**Run 1: routed metal per tile**

Scale bar: 20 um. The die is cut into 14 by 14 equal tiles; dark blue is low, red is high, scaled to the fullest tile. Values are wire area over tile area, all layers added.
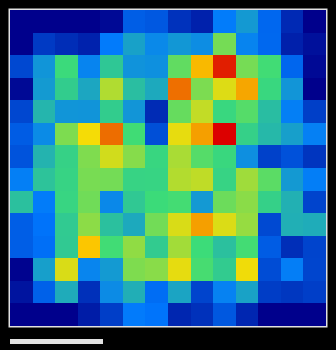
**Run 1: ports around the boundary**

Scale bar: 20 um. Pins as bars across the die edge, other pins in gray.
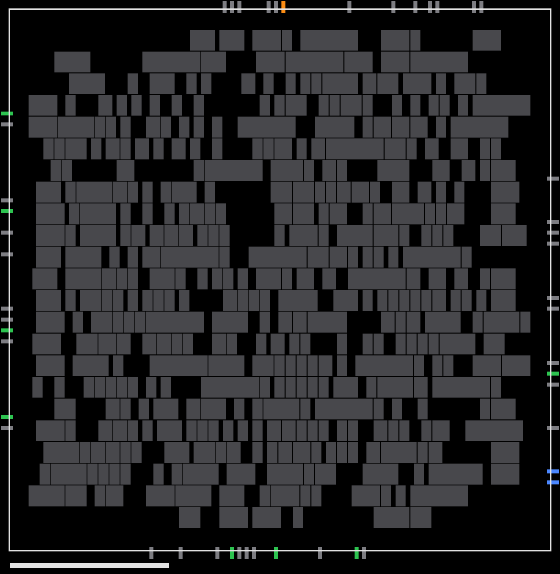
**Run 1: signal wires on met1**

Scale bar: 20 um.
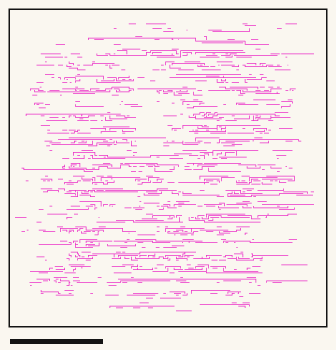
**Run 1: the clock network**

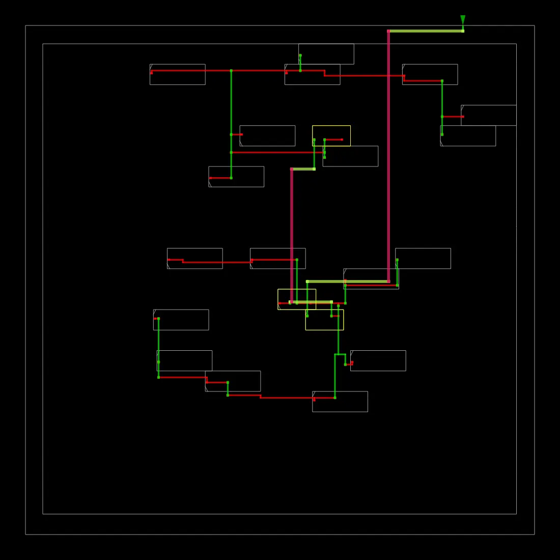
===== src/rtl/sr_ff_bank_if.sv =====
// sr_ff_bank_if: bundle of the control/status signals of one sr_ff_bank.
//   master : drives en, mode, s, r, err_clr; observes q, qb, err, conflict, conf_cnt
//   slave  : the bank itself
// WIDTH and CNT_W must match the parameters of the attached bank.
interface sr_ff_bank_if #(
    parameter int WIDTH = 8,
    parameter int CNT_W = 8
);
    logic             en;
    logic [1:0]       mode;       // 00=SR 01=JK 10=D 11=T
    logic [WIDTH-1:0] s;          // S / J / D / T per cell
    logic [WIDTH-1:0] r;          // R / K per cell
    logic             err_clr;
    logic [WIDTH-1:0] q;
    logic [WIDTH-1:0] qb;
    logic             err;
    logic             conflict;
    logic [CNT_W-1:0] conf_cnt;

    modport master (
        output en, mode, s, r, err_clr,
        input  q, qb, err, conflict, conf_cnt
    );

    modport slave (
        input  en, mode, s, r, err_clr,
        output q, qb, err, conflict, conf_cnt
    );
endinterface


===== src/rtl/sr_ff_bank.sv =====
// sr_ff_bank: WIDTH independent bistable cells sharing clock, enable and a runtime
// mode (SR / JK / D / T). SR-mode S=R=1 resolves by CONFLICT_POL; such events are
// flagged (conflict), made sticky (err) and counted (conf_cnt, saturating).
//   clk      : clock, posedge
//   rst      : synchronous reset, active-high, beats every other input
//   bus      : sr_ff_bank_if slave modport
//              in : en, mode, s, r, err_clr
//              out: q (registered), qb (~q, combinational), err, conflict, conf_cnt

// One cell of the bank. Holds unless en; next state is chosen by mode.
module sr_ff_cell #(
    parameter logic RST_BIT      = 1'b0,
    parameter int   CONFLICT_POL = 0      // 0=hold 1=set 2=reset on SR 11
) (
    input  logic       clk,
    input  logic       rst,
    input  logic       en,
    input  logic [1:0] mode,
    input  logic       s,
    input  logic       r,
    output logic       q
);
    localparam logic [1:0] MODE_SR = 2'b00;
    localparam logic [1:0] MODE_JK = 2'b01;
    localparam logic [1:0] MODE_D  = 2'b10;
    localparam logic [1:0] MODE_T  = 2'b11;

    logic q_nxt;
    logic conflict_val;

    // Policy is a constant, so this collapses to a wire or a constant bit.
    always_comb begin
        conflict_val = q;
        if (CONFLICT_POL == 1)
            conflict_val = 1'b1;
        else if (CONFLICT_POL == 2)
            conflict_val = 1'b0;
    end

    always_comb begin
        q_nxt = q;
        case (mode)
            MODE_SR: begin
                case ({s, r})
                    2'b01:   q_nxt = 1'b0;
                    2'b10:   q_nxt = 1'b1;
                    2'b11:   q_nxt = conflict_val;
                    default: q_nxt = q;
                endcase
            end
            MODE_JK: begin
                case ({s, r})
                    2'b01:   q_nxt = 1'b0;
                    2'b10:   q_nxt = 1'b1;
                    2'b11:   q_nxt = ~q;
                    default: q_nxt = q;
                endcase
            end
            MODE_D:  q_nxt = s;
            MODE_T:  q_nxt = s ? ~q : q;
            default: q_nxt = q;
        endcase
    end

    always_ff @(posedge clk) begin
        if (rst)
            q <= RST_BIT;
        else if (en)
            q <= q_nxt;
    end
endmodule

module sr_ff_bank #(
    parameter int               WIDTH        = 8,
    parameter logic [WIDTH-1:0] RST_VAL      = '0,
    parameter int               CONFLICT_POL = 0,
    parameter int               CNT_W        = 8
) (
    input  logic         clk,
    input  logic         rst,
    sr_ff_bank_if.slave  bus
);
    localparam logic [1:0]       MODE_SR = 2'b00;
    localparam logic [CNT_W-1:0] CNT_MAX = {CNT_W{1'b1}};

    logic [WIDTH-1:0] q_w;
    logic             err_q;
    logic             conflict_q;
    logic [CNT_W-1:0] cnt_q;
    logic             conf_ev;

    for (genvar i = 0; i < WIDTH; i++) begin : g_cell
        sr_ff_cell #(
            .RST_BIT      (RST_VAL[i]),
            .CONFLICT_POL (CONFLICT_POL)
        ) u_cell (
            .clk  (clk),
            .rst  (rst),
            .en   (bus.en),
            .mode (bus.mode),
            .s    (bus.s[i]),
            .r    (bus.r[i]),
            .q    (q_w[i])
        );
    end

    // Any number of conflicting bits in one cycle is a single event.
    assign conf_ev = bus.en && (bus.mode == MODE_SR) && |(bus.s & bus.r);

    always_ff @(posedge clk) begin
        if (rst) begin
            err_q      <= 1'b0;
            conflict_q <= 1'b0;
            cnt_q      <= '0;
        end else begin
            conflict_q <= conf_ev;
            if (conf_ev && cnt_q != CNT_MAX)
                cnt_q <= cnt_q + 1'b1;
            // A new event wins over a clear in the same cycle.
            if (conf_ev)
                err_q <= 1'b1;
            else if (bus.err_clr)
                err_q <= 1'b0;
        end
    end

    assign bus.q        = q_w;
    assign bus.qb       = ~q_w;
    assign bus.err      = err_q;
    assign bus.conflict = conflict_q;
    assign bus.conf_cnt = cnt_q;
endmodule


===== src/flat_wrapper.sv =====
// flat-port wrapper written by rule: the top's interface ports become plain ports
module sr_ff_bank_flat 
#(
    parameter int               WIDTH        = 8,
    parameter logic [WIDTH-1:0] RST_VAL      = '0,
    parameter int               CONFLICT_POL = 0,
    parameter int               CNT_W        = 8
)
  (clk, rst, bus_en, bus_mode, bus_s, bus_r, bus_err_clr, bus_q, bus_qb, bus_err, bus_conflict, bus_conf_cnt);
  sr_ff_bank_if #(.WIDTH(WIDTH), .CNT_W(CNT_W)) bus_i ();
  input  logic clk;
  input  logic rst;
  input wire logic [$bits(bus_i.en)-1:0] bus_en;
  input wire logic [$bits(bus_i.mode)-1:0] bus_mode;
  input wire logic [$bits(bus_i.s)-1:0] bus_s;
  input wire logic [$bits(bus_i.r)-1:0] bus_r;
  input wire logic [$bits(bus_i.err_clr)-1:0] bus_err_clr;
  output wire logic [$bits(bus_i.q)-1:0] bus_q;
  output wire logic [$bits(bus_i.qb)-1:0] bus_qb;
  output wire logic [$bits(bus_i.err)-1:0] bus_err;
  output wire logic [$bits(bus_i.conflict)-1:0] bus_conflict;
  output wire logic [$bits(bus_i.conf_cnt)-1:0] bus_conf_cnt;
  assign bus_i.en = bus_en;
  assign bus_i.mode = bus_mode;
  assign bus_i.s = bus_s;
  assign bus_i.r = bus_r;
  assign bus_i.err_clr = bus_err_clr;
  assign bus_q = bus_i.q;
  assign bus_qb = bus_i.qb;
  assign bus_err = bus_i.err;
  assign bus_conflict = bus_i.conflict;
  assign bus_conf_cnt = bus_i.conf_cnt;
  sr_ff_bank #(.WIDTH(WIDTH), .RST_VAL(RST_VAL), .CONFLICT_POL(CONFLICT_POL), .CNT_W(CNT_W)) u_core (.clk(clk), .rst(rst), .bus(bus_i));
endmodule

===== config.mk =====
export PLATFORM = sky130hd
export DESIGN_NAME = sr_ff_bank_flat
export DESIGN_NICKNAME = d
export VERILOG_FILES = /design/src/rtl/sr_ff_bank_if.sv /design/src/rtl/sr_ff_bank.sv /design/src/flat_wrapper.sv
export SDC_FILE = /design/constraint.sdc
export NUM_CORES = 1
export LEC_CHECK = 0
export ABC_AREA = 1
export CAP_MARGIN = 20
export CORE_MARGIN = 2
export CORE_UTILIZATION = 51
export DETAILED_ROUTE_END_ITERATION = 8
export HOLD_SLACK_MARGIN = 0.12
export PLACE_DENSITY_LB_ADDON = 0.2
export RECOVER_POWER = 50
export SLEW_MARGIN = 25
export SYNTH_ARGS = -nofsm -noshare
export SYNTH_HDL_FRONTEND = slang
export SYNTH_HIERARCHICAL = 1
export SYNTH_SLANG_ARGS = --single-unit

===== constraint.sdc =====
create_clock -name clk -period 1.7 [get_ports clk]
set_clock_uncertainty 0.1 [all_clocks]
set_input_delay 0.34 -clock clk [delete_from_list [all_inputs] [get_ports clk]]
set_output_delay 0.34 -clock clk [all_outputs]
set_load 0.02 [all_outputs]

==> results_dict.tcl, run 1 <==
# collected from the flow reports
set metrics [dict create \
    dp_worst_setup_slack_ns -0.189 \
    grt_max_degree 33 \
    layout-drive-gt1-share 0.149 \
    syn_nets 399 \
    yosysSeqAreaShare 0.174 \
    pg_clk_mw 0.303 \
    top_usage_layer "met2" \
    nMultiInputCombCells 255 \
    setup_ws_ns 0.0266 \
    criticalPathCategory "reg2out" \
    viasPerCell 4.85 \
    clk_pin_slew_worst_paths_ns 0.07 \
    nFillCells 364 \
    io_pins 48 \
    hpwl_mm 3.77 \
    ys_sh_xor 0.00423 \
    r2r-start "u_core/bus.conf_cnt[1]" \
    ff2ff_path_depth 6 \
    crit_slowest_cell "clkdlybuf4s50_1" \
    warnings 42 \
    place_congestion 0.868 \
    nonClkBufAreaFrac 0.232 \
    cts_setup_buffers 0 \
    endpoint "bus_conf_cnt[5]" \
    htreeDepth 1 \
    enable_flop_cells 0 \
    p_int_mw 0.804 \
    drc 0 \
    critPathTopFamily "buffers and inverters" \
    cts_hold_buf 0 \
    critPathMaxStageDelay_ns 0.62 \
    rrSetupSlack_ns 0.14 \
    maxSlewViolCount 0 \
    setup-violations-final 0 \
    numSynthFlops 18 \
    antenna_found_initial 0 \
    design_area_um2 2790 \
    worstHoldStart "u_core/bus.err" \
    crit_arrival_ns 1.23 \
    seq_cells 18 \
    outcome "finished clean" \
    seq-cell-share 0.129 \
    post-route-util 0.707 \
    maxPowerGroup "combinational logic" \
]
About 'routed metal per tile':
- nearly empty tiles: 8.7%
- tiles over half the peak: 27%
- emptiest ninth of the die: north-west
Global Route Usage Sum: 0.236
via count: 2,295
WL final: 4.87 mm
WL/cell: 10.3 um

About 'ports around the boundary':
- bus_r: green (pins 8; direction input; edge 4 west, 3 south, 1 east)
- bus_err: orange (pins 1; direction output; edge north)
- bus_mode: blue (pins 2; direction input; edge east)
- all pins by edge: 13 north, 12 east, 12 west, 11 south
Port Buffers: 47
die span in x: 67.7 um
die height: 67.7 um

About 'signal wires on met1':
- wire length on this layer: 2,150 um
- longest straight run: 29.4 um
- main direction: horizontal
- share of all routed wire: 44%
- nets with wire on the layer: 407
met1 usage: 0.286

About 'the clock network':
Clock Latency Late Sink: 0.26 ns
Num CTS Buffers: 3
CTS Sinks: 18

==> run 1 -> run 2 <==
--- a/config.mk
+++ b/config.mk
@@ -10,6 +10,7 @@
 export CORE_MARGIN = 2
 export CORE_UTILIZATION = 51
 export DETAILED_ROUTE_END_ITERATION = 8
+export GPL_ROUTABILITY_DRIVEN = 0
 export HOLD_SLACK_MARGIN = 0.12
 export PLACE_DENSITY_LB_ADDON = 0.2
 export RECOVER_POWER = 50
**Run 2: routed metal per tile**

Scale bar: 20 um. The die is cut into 14 by 14 equal tiles; dark blue is low, red is high, scaled to the fullest tile. Values are wire area over tile area, all layers added.
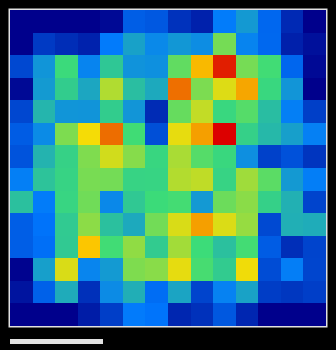
- nearly empty tiles: 8.7%
- mean over tiles: 0.17
- emptiest ninth of the die: north-west

==> run 2 against run 1 <==
First-iteration DRC count stayed put; area after synthesis did not move; routed wire length stayed put; final area did not move; largest cell class unchanged; utilization unchanged; sequential power is essentially flat.
==> results_dict.tcl, run 2 <==
# collected from the flow reports
set metrics [dict create \
    outcome "finished clean" \
    syn_nets 399 \
    setup_ws_ns 0.0266 \
    yosysSeqAreaShare 0.174 \
    wirelength_mm 4.87 \
    grt_use_met1 0.286 \
    dp_worst_setup_slack_ns -0.189 \
    top_usage_layer "met2" \
    critPathMaxStageDelay_ns 0.62 \
    drc 0 \
    fp.dieW_um 67.7 \
    design_area_um2 2790 \
    io_pins 48 \
    antenna_found_initial 0 \
    nFillCells 364 \
    numSynthFlops 18 \
    nMultiInputCombCells 255 \
    maxPowerGroup "combinational logic" \
    criticalPathCategory "reg2out" \
    ff2ff_path_depth 6 \
    post-route-util 0.707 \
    clk_pin_slew_worst_paths_ns 0.07 \
    crit_arrival_ns 1.23 \
    cts-buffers-inserted 3 \
    p_int_mw 0.804 \
    fp.dieH_um 67.7 \
    crit_slowest_cell "clkdlybuf4s50_1" \
    ys_sh_xor 0.00423 \
    seq-cell-share 0.129 \
    clock-sinks 18 \
    critPathTopFamily "buffers and inverters" \
    maxSlewViolCount 0 \
    globalRouteTotalUtil 0.236 \
]
**Run 2: the clock network**

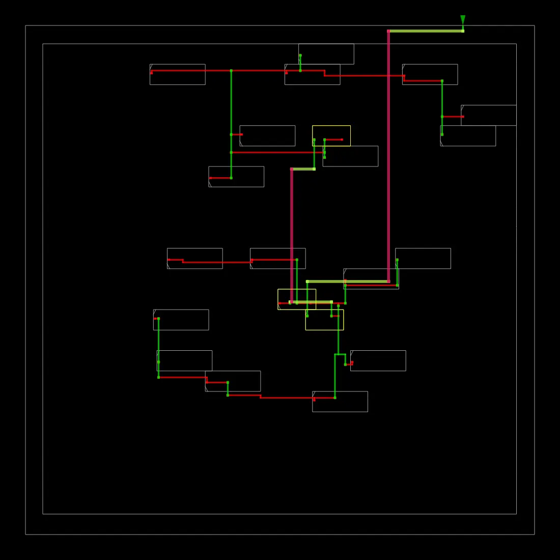
# clk buffers: 3
flip-flops: 18
P_clk: 0.303 mW

==> run 2 -> run 3 <==
--- a/config.mk
+++ b/config.mk
@@ -8,13 +8,12 @@
 export ABC_AREA = 1
 export CAP_MARGIN = 20
 export CORE_MARGIN = 2
-export CORE_UTILIZATION = 51
+export CORE_UTILIZATION = 40
 export DETAILED_ROUTE_END_ITERATION = 8
 export GPL_ROUTABILITY_DRIVEN = 0
 export HOLD_SLACK_MARGIN = 0.12
-export PLACE_DENSITY_LB_ADDON = 0.2
+export PLACE_DENSITY = 0.66
 export RECOVER_POWER = 50
-export SLEW_MARGIN = 25
 export SYNTH_ARGS = -nofsm -noshare
 export SYNTH_HDL_FRONTEND = slang
 export SYNTH_HIERARCHICAL = 1
**Run 3: routed metal per tile**

Scale bar: 20 um. The die is cut into 15 by 15 equal tiles; dark blue is low, red is high, scaled to the fullest tile. Values are wire area over tile area, all layers added.
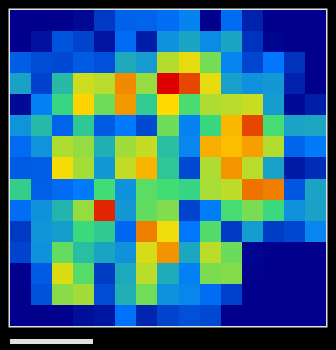
- emptiest ninth of the die: south-east
- tiles over half the peak: 29%
- fullest tile: 0.37
- mean over tiles: 0.13
- nearly empty tiles: 16%
WL final: 4.71 mm
WL/cell: 9.49 um
Global Route Usage Sum: 0.165

==> run 3 against run 2 <==
Sequential power about the same; routed wire length down 3.3%; die area up 26%; final cell count up 4.9%; register-to-register slack better by 0.05 ns; flip-flop count unchanged; non-clock buffer count up 3; worst setup slack better by 0.051 ns; combinational power about the same; critical path type unchanged.
==> results_dict.tcl, run 3 <==
# collected from the flow reports
set metrics [dict create \
    dp_worst_setup_slack_ns -0.152 \
    post-route-util 0.560 \
    antenna_found_initial 0 \
    critPathTopFamily "buffers and inverters" \
    pg_clk_mw 0.292 \
    seq_cells 18 \
    top_usage_layer "met2" \
    setup_ws_ns 0.0776 \
    outcome "finished clean" \
    design_area_um2 2830 \
    grt_use_met1 0.195 \
    syn_nets 399 \
    drc 0 \
    clock-sinks 18 \
    critPathMaxStageDelay_ns 0.60 \
    cts-buffers-inserted 3 \
    crit_arrival_ns 1.18 \
    criticalPathCategory "reg2out" \
    ys_sh_xor 0.00423 \
    p_int_mw 0.808 \
    nMultiInputCombCells 255 \
    seq-cell-share 0.128 \
    ff2ff_path_depth 6 \
    io_pins 48 \
    yosysSeqAreaShare 0.174 \
]
**Run 3: close-up of the layout**

Scale bar: 20 um. Window x 13 to 63, y 26 to 76 um. Cells in gray, sequential cells in the stronger gray; small squares are vias.
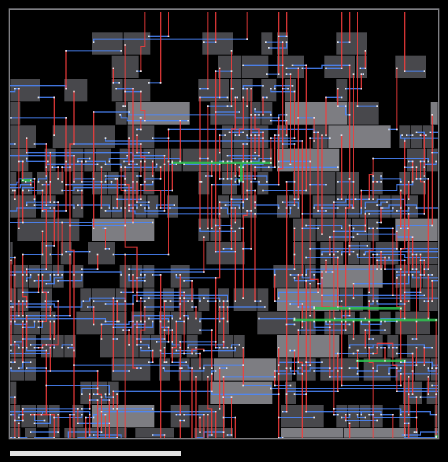
- M3: green
- M2: red
- M1: blue
- netlist names of flops here include: u_core/g_cell.u_cell/q (6), u_core/bus.conf_cnt (4)
- cells with their middle in the window: 221
- most frequent: nand2_1 (62), inv_1 (31), nand3_1 (26)
- sequential cells in the window: 12

Power and IR drop assume default switching activity.
